`src/rtl/gcd_engine.sv`:
```
`default_nettype none
// +--------------------------------------------------------------------------+
// | gcd_engine: subtractive-Euclid GCD, one subtract per cycle.              |
// | Optional iteration counter: define GCD_ITER_CNT_EN.                      |
// | Revision: 1.0                                                            |
// +--------------------------------------------------------------------------+
module gcd_engine #(
  parameter int WIDTH = 16,
  parameter int CNT_W = 16
) (
  input  logic             clk,
  input  logic             rst_n,
  input  logic             start,
  input  logic [WIDTH-1:0] a_in,
  input  logic [WIDTH-1:0] b_in,
  output logic             busy,
  output logic             done,
  output logic [WIDTH-1:0] result,
  output logic             err
`ifdef GCD_ITER_CNT_EN
  ,
  output logic [CNT_W-1:0] iter_cnt,
  output logic             iter_sat
`endif
);

  typedef enum logic [1:0] {
    S_IDLE = 2'd0,
    S_CALC = 2'd1,
    S_DONE = 2'd2
  } state_t;

  state_t           r_state;
  state_t           w_state_nxt;
  logic [WIDTH-1:0] r_a;
  logic [WIDTH-1:0] r_b;
  logic [WIDTH-1:0] r_result;
  logic             r_err;
  logic [WIDTH-1:0] w_a_nxt;
  logic [WIDTH-1:0] w_b_nxt;
  logic [WIDTH-1:0] w_res_nxt;
  logic             w_err_nxt;
  logic             w_a_zero;
  logic             w_b_zero;

  assign w_a_zero = (a_in == '0);
  assign w_b_zero = (b_in == '0);

  always_ff @(posedge clk or negedge rst_n) begin
    if (!rst_n) begin
      r_state <= S_IDLE;
    end else begin
      r_state <= w_state_nxt;
    end
  end

  always_comb begin
    w_state_nxt = r_state;
    w_a_nxt     = r_a;
    w_b_nxt     = r_b;
    w_res_nxt   = r_result;
    w_err_nxt   = r_err;
    case (r_state)
      S_IDLE: begin
        if (start) begin
          // A zero operand makes the answer immediate, so CALC is skipped.
          if (w_a_zero || w_b_zero) begin
            w_state_nxt = S_DONE;
            w_res_nxt   = a_in | b_in;
            w_err_nxt   = w_a_zero && w_b_zero;
          end else begin
            w_state_nxt = S_CALC;
            w_a_nxt     = a_in;
            w_b_nxt     = b_in;
          end
        end
      end
      S_CALC: begin
        if (r_a == r_b) begin
          w_state_nxt = S_DONE;
          w_res_nxt   = r_a;
          w_err_nxt   = 1'b0;
        end else if (r_a > r_b) begin
          w_a_nxt = r_a - r_b;
        end else begin
          w_b_nxt = r_b - r_a;
        end
      end
      S_DONE: begin
        w_state_nxt = S_IDLE;
      end
      default: begin
        w_state_nxt = S_IDLE;
      end
    endcase
  end

  always_ff @(posedge clk or negedge rst_n) begin
    if (!rst_n) begin
      r_a      <= '0;
      r_b      <= '0;
      r_result <= '0;
      r_err    <= 1'b0;
    end else begin
      r_a      <= w_a_nxt;
      r_b      <= w_b_nxt;
      r_result <= w_res_nxt;
      r_err    <= w_err_nxt;
    end
  end

  assign busy   = (r_state != S_IDLE);
  assign done   = (r_state == S_DONE);
  assign result = r_result;
  assign err    = r_err;

`ifdef GCD_ITER_CNT_EN
  localparam logic [CNT_W-1:0] C_CNT_MAX = '1;

  logic             w_load;
  logic             w_sub;
  logic             w_latch;
  logic [CNT_W-1:0] r_cnt;
  logic [CNT_W-1:0] r_iter_cnt;
  logic             r_iter_sat;

  assign w_load  = (r_state == S_IDLE) && start && !w_a_zero && !w_b_zero;
  assign w_sub   = (r_state == S_CALC) && (r_a != r_b);
  assign w_latch = (w_state_nxt == S_DONE) && (r_state != S_DONE);

  always_ff @(posedge clk or negedge rst_n) begin
    if (!rst_n) begin
      r_cnt      <= '0;
      r_iter_cnt <= '0;
      r_iter_sat <= 1'b0;
    end else begin
      if (w_load) begin
        r_cnt <= '0;
      end else if (w_sub && (r_cnt != C_CNT_MAX)) begin
        r_cnt <= r_cnt + CNT_W'(1);
      end
      // Zero-operand jobs never pass through CALC, so they report no iterations.
      if (w_latch) begin
        r_iter_cnt <= (r_state == S_IDLE) ? '0 : r_cnt;
        r_iter_sat <= (r_state != S_IDLE) && (r_cnt == C_CNT_MAX);
      end
    end
  end

  assign iter_cnt = r_iter_cnt;
  assign iter_sat = r_iter_sat;
`endif

endmodule
`default_nettype wire
```
`config.mk`:
```
export PLATFORM = sky130hd
export DESIGN_NAME = gcd_engine
export DESIGN_NICKNAME = d
export VERILOG_FILES = /design/src/rtl/gcd_engine.sv
export SDC_FILE = /design/constraint.sdc
export NUM_CORES = 1
export LEC_CHECK = 0
export ABC_AREA = 1
export CAP_MARGIN = 20
export CORE_MARGIN = 2
export CORE_UTILIZATION = 58
export CTS_CLUSTER_DIAMETER = 200
export DETAILED_ROUTE_END_ITERATION = 10
export PLACE_DENSITY = 0.8
export SLEW_MARGIN = 5
export SYNTH_ARGS = -nofsm -noshare
export SYNTH_HDL_FRONTEND = slang
export SYNTH_SLANG_ARGS = --single-unit
```
`constraint.sdc`:
```
create_clock -name clk -period 3 [get_ports clk]
set_input_delay 0.45 -clock clk [delete_from_list [all_inputs] [get_ports clk]]
set_output_delay 0.45 -clock clk [all_outputs]
set_load 0.1 [all_outputs]
```
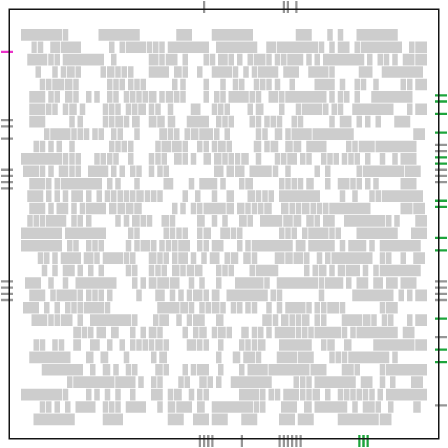
*Pin placement*
Pins as bars across the die edge, other pins in gray.
[result] green | pins: 16 | direction: output | edge: 13 east, 3 south
[clk] magenta | pins: 1 | direction: input | edge: west

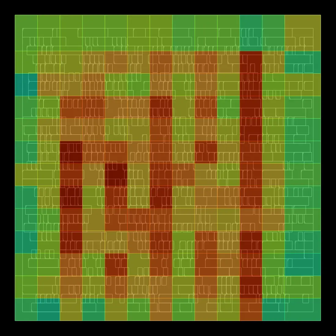
*Routing congestion*
busiest grt layer: met2
gr usage total: 31.90%
routed len/inst: 14.47 um

==> flow_metrics.tcl <==
# flow metrics
set metrics [dict create \
    ys_seq_share_pct 27.26 \
    core_area_um2 7767 \
    r2r_cells 15 \
    clock_skew_ns 0.009978 \
    die_area_um2 8807 \
    cp.arrival_ns 2.96 \
    viasPerCell 5.424 \
    pin_count 54 \
    status "complete, no violations" \
    cp.required_ns 3.21 \
    grt_pass1_vias 4676 \
    area_growth_pct 12.96 \
    edf_count 0 \
    post-route-period-util_pct 91.70 \
    cts_tree "yes" \
    hold_path_class "in -> async" \
    syn_avg_cell_area_um2 6.033 \
    ys_area_um2 4682 \
    grt_overflow 0 \
    cp-end-kind "flop" \
    flop_cell "dfrtp_1" \
    synth_cell_types 34 \
    dr.pass1.iters 5 \
    diodes 0 \
    ys_async_sr_fraction_pct 100.0 \
]
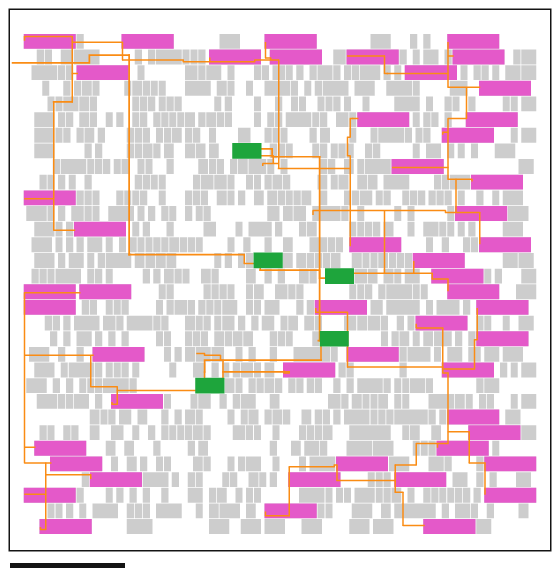
*Clock network drawn from the DEF*
Scale bar: 20 um.
[clock drivers] green | count: 5
[flip-flops] magenta | count: 51
[clock wires] orange | length: 780 um
routed clock nets: 6
worst skew pair latency: 0.32 ns

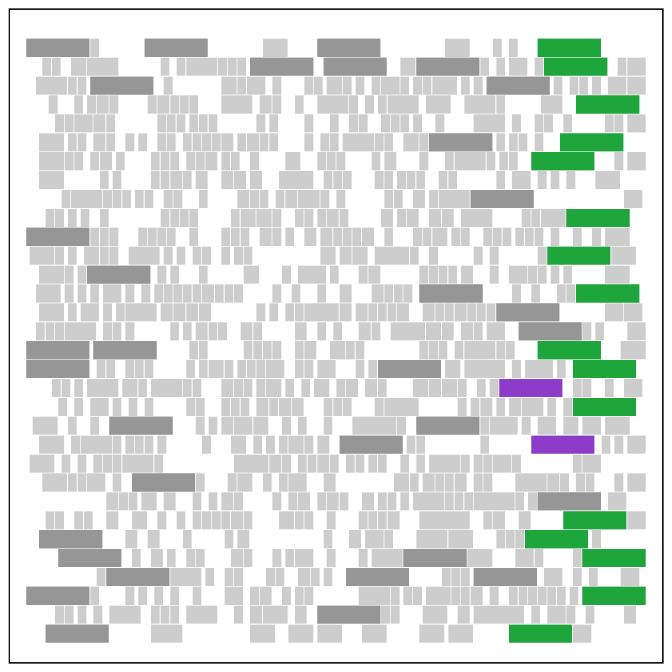
*Register map, names as in the netlist*
Other sequential cells in the stronger gray, the rest of the logic in the fainter gray.
[result] green | placed flops: 16
[r_state] purple | placed flops: 2
not colored: 33

==> through the flow <==
step | util, % | instances | hold WS [ns] | area (um2)
floorplan | - | 776 | 0.1544 | 4682
global placement | 66.82 | 916 | 0.4633 | 5190
detailed placement | 66.82 | 916 | 0.4664 | 5190
CTS | 68.09 | 924 | 0.1299 | 5289
global route | 68.09 | 924 | 0.1544 | 5289
finish | 68.09 | 924 | 0.1122 | 5289
==> sequential cells by signal (all words and copies together) (netlist names) <==
name	flops
r_a	16
r_b	16
result	16
r_state	2
err	1
==> logic make-up (layout without fill, tap and decap cells) <==
family	count (synthesis)	after routing	share of synthesized area, %
AND/OR/NAND/NOR	490	490	43.00
buffers and inverters	143	189	12.83
AND-OR/OR-AND	59	59	7.777
flip-flops	51	51	27.26
adder cells (fa/ha/maj)	33	33	9.139
==> area by class of cell <==
type	instances	area, um2
clock buffers	6	82.58
clock inverters	2	16.27
fillers	765	2479
inverters	124	470.5
multi-input cells	582	2808
flip-flops and latches	51	1276
well taps	102	127.6
repair buffers	57	508.0
==> routing by layer <==
layer / wire, um / share of wire [%] / vias to the layer above / global-route usage (%)
met5: 0 / 0 / - / 0
met4: 346 / 2.6 / 0 / 9.300
met3: 1111 / 8.3 / 37 / 4.575
met2: 5787 / 43 / 226 / 50.24
met1: 6126 / 46 / 2290 / 45.58
li1: - / - / 2459 / -
==> cell usage in the layout (no fill, tap or decap), types with 8 or more instances in the layout <==
cell             netlist  final
nand4_1                8      8
dfrtp_1               51     51
clkdlybuf4s50_1        0     33
nand2_2               17     18
o211ai_1              13     13
a21oi_1               18     18
buf_4                  2     23
ha_1                  31     31
o21ai_0               20     20
nor2_1                39     39
inv_1                121    121
nand2_1              367    366
nand3_1               49     49
==> worst max-delay path by stage <==
stage / startpoint / endpoint / slack (ns)
6_report: r_a[0] / r_b[12] / 0.25
4_1_cts: r_a[0] / r_b[6] / 0.29
3_5_place_dp: r_a[0] / r_b[9] / 0.30
5_1_grt: r_a[0] / r_b[10] / 0.009
2_1_floorplan: r_a[0] / r_a[1] / 0.89
3_3_place_gp: r_a[0] / r_b[10] / 0.43
